--- config.mk ---
export PLATFORM = sky130hd
export DESIGN_NAME = ram_arbiter
export DESIGN_NICKNAME = d
export VERILOG_FILES = /design/src/rtl/ram_arbiter_pkg.sv /design/src/rtl/ram_arbiter_rr_pick.sv /design/src/rtl/ram_arbiter.sv
export SDC_FILE = /design/constraint.sdc
export NUM_CORES = 1
export LEC_CHECK = 0
export CAP_MARGIN = 40
export CORE_MARGIN = 1
export CORE_UTILIZATION = 25
export CTS_CLUSTER_DIAMETER = 60
export DETAILED_ROUTE_END_ITERATION = 8
export GPL_ROUTABILITY_DRIVEN = 0
export GPL_TIMING_DRIVEN = 1
export SLEW_MARGIN = 20
export SYNTH_ARGS = -nofsm -noshare
export SYNTH_HDL_FRONTEND = slang
export SYNTH_SLANG_ARGS = --single-unit
--- constraint.sdc ---
create_clock -name clk -period 1.5 [get_ports clk]
set_input_delay 0.3 -clock clk [delete_from_list [all_inputs] [get_ports clk]]
set_output_delay 0.3 -clock clk [all_outputs]
set_load 0.05 [all_outputs]
--- src/rtl/ram_arbiter_pkg.sv ---
// Shared defaults and FSM encoding for the RAM arbiter.
package ram_arbiter_pkg;

    localparam int unsigned DefAddrW = 5;
    localparam int unsigned DefDataW = 8;

    typedef enum logic [1:0] {
        StIdle   = 2'd0,
        StAccess = 2'd1,
        StResp   = 2'd2
    } state_e;

endpackage

--- src/rtl/ram_arbiter_rr_pick.sv ---
// Combinational round-robin selector: searches upward from the requester after last_grant.
module rr_pick #(
    parameter int unsigned NREQ = 2,
    parameter int unsigned IdxW = (NREQ > 1) ? $clog2(NREQ) : 1
) (
    input  logic [NREQ-1:0] valid,
    input  logic [IdxW-1:0] last_grant,
    output logic [NREQ-1:0] grant
);

    logic            found;
    logic [IdxW-1:0] idx;

    always_comb begin
        grant = '0;
        found = 1'b0;
        idx   = '0;
        for (int unsigned k = 1; k <= NREQ; k++) begin
            idx = IdxW'((32'(last_grant) + k) % NREQ);
            if (!found && valid[idx]) begin
                grant[idx] = 1'b1;
                found      = 1'b1;
            end
        end
    end

endmodule

--- src/rtl/ram_arbiter.sv ---
// Arbitrates NREQ requesters onto one external synchronous RAM, one transaction per 3 cycles.
module ram_arbiter
    import ram_arbiter_pkg::*;
#(
    parameter int unsigned NREQ   = 2,
    parameter int unsigned ADDR_W = DefAddrW,
    parameter int unsigned DATA_W = DefDataW
) (
    input  logic                 clk,
    input  logic                 rst_n,
    input  logic [NREQ-1:0]        req_valid,
    input  logic [NREQ-1:0]        req_write,
    input  logic [NREQ*ADDR_W-1:0] req_addr,
    input  logic [NREQ*DATA_W-1:0] req_wdata,
    output logic [NREQ-1:0]        req_ready,
    output logic [NREQ-1:0]        resp_valid,
    output logic [DATA_W-1:0]      resp_rdata,
    output logic                   ram_cs,
    output logic                   ram_we,
    output logic [ADDR_W-1:0]      ram_addr,
    output logic [DATA_W-1:0]      ram_in,
    input  logic [DATA_W-1:0]      ram_out
);

    localparam int unsigned IdxW = (NREQ > 1) ? $clog2(NREQ) : 1;

    state_e            state_q, state_d;
    logic [IdxW-1:0]   grant_q, grant_d;
    logic [IdxW-1:0]   last_grant_q, last_grant_d;
    logic              write_q, write_d;
    logic [ADDR_W-1:0] addr_q, addr_d;
    logic [DATA_W-1:0] wdata_q, wdata_d;

    logic [NREQ-1:0]   grant_oh;
    logic [IdxW-1:0]   grant_idx;
    logic              sel_write;
    logic [ADDR_W-1:0] sel_addr;
    logic [DATA_W-1:0] sel_wdata;

    rr_pick #(
        .NREQ (NREQ),
        .IdxW (IdxW)
    ) u_rr_pick (
        .valid      (req_valid),
        .last_grant (last_grant_q),
        .grant      (grant_oh)
    );

    // Mux the winner's request fields out of the packed buses.
    always_comb begin
        grant_idx = '0;
        sel_write = 1'b0;
        sel_addr  = '0;
        sel_wdata = '0;
        for (int unsigned i = 0; i < NREQ; i++) begin
            if (grant_oh[i]) begin
                grant_idx = IdxW'(i);
                sel_write = req_write[i];
                sel_addr  = req_addr[i*ADDR_W +: ADDR_W];
                sel_wdata = req_wdata[i*DATA_W +: DATA_W];
            end
        end
    end

    always_comb begin
        state_d      = state_q;
        grant_d      = grant_q;
        last_grant_d = last_grant_q;
        write_d      = write_q;
        addr_d       = addr_q;
        wdata_d      = wdata_q;
        req_ready    = '0;
        unique case (state_q)
            StIdle: begin
                if (|req_valid) begin
                    req_ready    = grant_oh;
                    state_d      = StAccess;
                    grant_d      = grant_idx;
                    last_grant_d = grant_idx;
                    write_d      = sel_write;
                    addr_d       = sel_addr;
                    wdata_d      = sel_wdata;
                end
            end
            StAccess: state_d = StResp;
            StResp:   state_d = StIdle;
            default:  state_d = StIdle;
        endcase
    end

    always_ff @(posedge clk or negedge rst_n) begin
        if (!rst_n) begin
            state_q      <= StIdle;
            grant_q      <= '0;
            last_grant_q <= IdxW'(NREQ - 1);
            write_q      <= 1'b0;
            addr_q       <= '0;
            wdata_q      <= '0;
        end else begin
            state_q      <= state_d;
            grant_q      <= grant_d;
            last_grant_q <= last_grant_d;
            write_q      <= write_d;
            addr_q       <= addr_d;
            wdata_q      <= wdata_d;
        end
    end

    // RAM and response outputs decode only registered state, so reset clears them at once.
    always_comb begin
        ram_cs     = (state_q == StAccess);
        ram_we     = ram_cs & write_q;
        ram_addr   = ram_cs ? addr_q : '0;
        ram_in     = ram_cs ? wdata_q : '0;
        resp_rdata = (state_q == StResp) ? ram_out : '0;
        resp_valid = '0;
        for (int unsigned i = 0; i < NREQ; i++) begin
            resp_valid[i] = (state_q == StResp) && (grant_q == IdxW'(i));
        end
    end

endmodule

### Routed clock nets over the placement

Drawn at 4 px/µm.
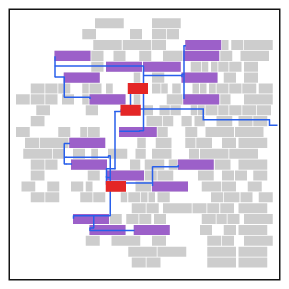
[purple] flip-flops | count: 18
[blue] clock wires | length: 248 µm
[red] clock-net drivers | count: 3
routed clock nets	4
final clock skew: 0.00283 ns
Clock Power Share: 0.077
clock latency reported for the late side of the worst-skew pair: 0.25 ns
power attributed to the clock group: 0.397 mW

### Port wiring

Drawn at 8 px/µm.
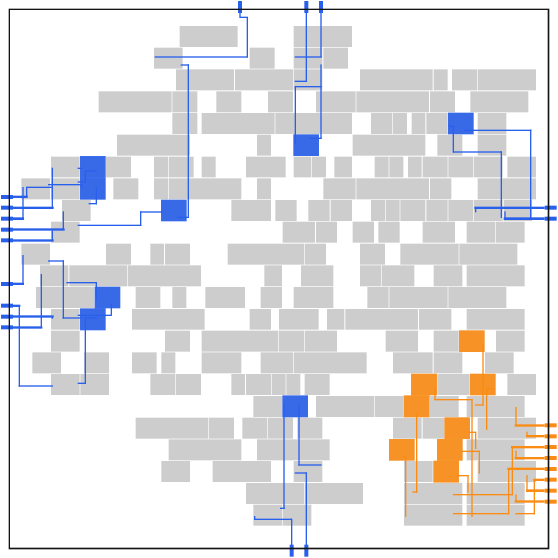
colour	port	bits	direction	end cells	buffers	wire
orange	resp_rdata	8	output	8	8	127 µm
blue	req_wdata	16	input	8	16	300 µm
Boundary Pins: 67
Port Buffer Count: 66

==> notes.md <==
Flow results are below.

- The flow ran to the end, but the final reports show violations.
- The checks that failed: negative setup slack.
- The number of routed nets with antenna violations is 0, for reference.
- For this run, the chip area from Yosys synthesis comes to 1060 µm².
- The cell-mix breakdown from Yosys lists the adder-cell area share as 0.
- The most area-hungry cell class in the final design is non-clock buffers, for reference.
- Listed in order, past its start point the critical path passes buf_4 > nor2_4 > and3_4 > buf_12.
- The register with the most flip-flops in the layout has 8 of them.
- Per the detail_route log, the uppermost layer with routed signals is met4.
- The launch point of the worst reg-to-reg path is state_q[0], for reference.
- STA puts the critical path data arrival time at 1.31 ns.
- The category of cells accounting for the largest share of critical-path delay is flip-flops, for reference.
- Per the cell usage report, the commonest logic cells after layout are sky130_fd_sc_hd__clkdlybuf4s50_1 (37), sky130_fd_sc_hd__buf_12 (27), sky130_fd_sc_hd__and2_4 (24), sky130_fd_sc_hd__a21oi_1 (20).
- Counting pins that exceed their max-slew limit in the final report gives 0.
- The number of synthesized flops with an enable pin is 0, for reference.
- On met2, the global router reports a usage of 0.284.
- The power dissipated by switching net loads is 2.24 mW, for reference.
- The number of levels the H-tree was split into is 1, for reference.
- The TritonCTS clock tree is yes, for reference.
- The sum of routed wire segments on met1 is approximately 1400 µm, for reference.
- Before CTS, the worst setup slack after placement is -0.195 ns.
- The proportion of synthesized flip-flops having asynchronous set or reset is 1.00, for reference.
- The final timing report counts setup violations totalling 27.
- Across all checked pins, the minimum headroom to the slew limit is 0.837.
- The leading register cell type out of synthesis is sky130_fd_sc_hd__dfrtp_1, for reference.
- Sorting the synthesis cell report by count puts at the top sky130_fd_sc_hd__and2_1.
- After the last flow step, the layout net total stands at about 230.
- The layout has 4 clock buffers.
- The area share of the largest cell type after synthesis is 0.400, for reference.
- In the final layout, the registers with the most flip-flops are wdata_q: 8 flops, addr_q: 5 flops, state_q: 2 flops.
- The timing report notes that buffer and inverter cells on the critical path total 2.
- The number of hold-slack violations in the final timing report is 0, for reference.
- After layout, the worst setup slack is -0.109 ns.
- The sequential cells in the finished layout cover a total of 454 µm².
- Global route summary, busiest routing layer listed as met2.
- For reference, the top cells by area after synthesis are sky130_fd_sc_hd__dfrtp_1 (40%), sky130_fd_sc_hd__and2_1 (14%), sky130_fd_sc_hd__a32oi_1 (12%).
- The synthesized-area fraction occupied by ao, oa, aoi and oai cells is 0.307, for reference.
- In the power breakdown, the biggest contributor is combinational logic.
- Buffers inserted to repair hold after CTS numbered 0.
- The length of routed met2 wiring is 1690 µm, for reference.
- At the floorplan stage, the core utilization is reported as 0.264.
- The clock passes through at most 2 buffers.
- The worst hold margin is 0.412 ns, for reference.
- The clock slew at the register clock pins of the worst setup and hold paths is 0.07 ns, for reference.
- The number of antenna violations at the first check in global routing was 0.
- Yosys mapped the design onto 19 distinct sky130hd cell types.
- Clock tree synthesis found a total of 18 sinks.
- On the worst path, the slowest cell contributes a delay of 0.44 ns.
- In this run the worst path has a maximum fanout of 5.
- The cell count after synthesis is 107, for reference.
- The portion of the layout cell area used by clock cells is 0.0237, for reference.
- 79 cells are multi-input combinational gates.
- The most critical min-delay path falls under primary input to asynchronous set/reset pin.
- Entering global routing, the biggest net connects 19 pins.
- The clock root buffer is sky130_fd_sc_hd__clkbuf_8, for reference.
- The number of setup buffers added after CTS is 1.
- The prevailing logic family in the synthesized netlist is AND-OR/OR-AND gates, for reference.
- The first element of the critical path is state_q[0], for reference.
- In this run the cell area measured after placement is around 2100 µm².
- The placed cell count is 227, for reference.
- Before antenna repair, the detailed router went through 4 iterations.
- The total via count in the routed design is 1158, for reference.
- After layout, the inverter instance count without clock inverters stands at 1.
- After layout, the buffer instance count without clock buffers stands at 87.
- The die is between 60 and 70 µm wide.
- The setup slack on the worst flop-to-flop path is 0.07 ns, for reference.
- The detailed-routed wire length on met3 is between 200 and 300 µm, for reference.
- The chip area is 4520 µm², for reference.
- Per the power-grid run, VDD falls by no more than 1100 µV.
- The startpoint class of the critical path is a flop, for reference.
- The end point of the critical path is req_ready[0], for reference.
- The starting DRC count in detailed routing is 37, for reference.
- The instance count on the critical path is 4, for reference.
- The share of the synthesized netlist area taken by xor and xnor gates is 0, for reference.
- The Yosys step of the flow raised 0 warnings.
- Cell internal power was estimated by the tool at 2.95 mW.
- In the finished design, the share of the clock period the worst path needs comes to 1.07.
- The count of instantiated cells in the yosys netlist is 107, for reference.
- For reference, the post-synthesis area per instance comes to 9.94 µm².
- Yosys reported a register bit count of 18.
- The global-route usage over all layers is 0.159, for reference.
- The via count of the first global-routing pass is 1164.
- The largest individual stage delay along the critical path comes from the cell sky130_fd_sc_hd__dfrtp_2.
- Counting cells, the worst reg-to-reg path comes to 6.
- The power share of the sequential group is 0.179, for reference.
- Between the synthesized netlist and the finished layout, the area growth was recorded as 119%.
- The portion of netlist area occupied by mux cells is 0, for reference.
- The post-synthesis net count is 147, for reference.
- The power density over the cells is 2230 nW/µm², for reference.
### Where the registers sit

Drawn at 4 px/µm. Other sequential cells in the stronger grey, the rest of the logic in the fainter grey.
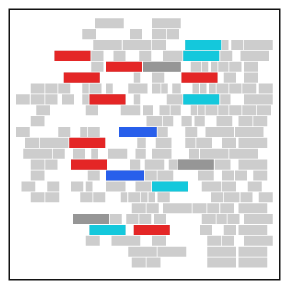
colour	signal	sequential cells
red	wdata_q	8
blue	state_q	2
cyan	addr_q	5
not coloured	3
Seq group: 0.928 mW
end-of-flow core utilization: 0.577

### Cell outlines without signal wires

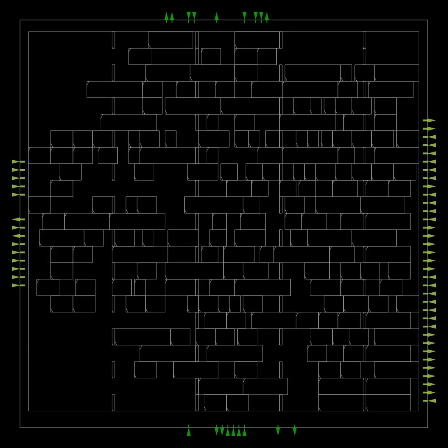
placeable core area: 4030 µm²
Row Count: 23
fin cells: 239
final sequential cell count: 18

Power is estimated from default activity; no workload was simulated.
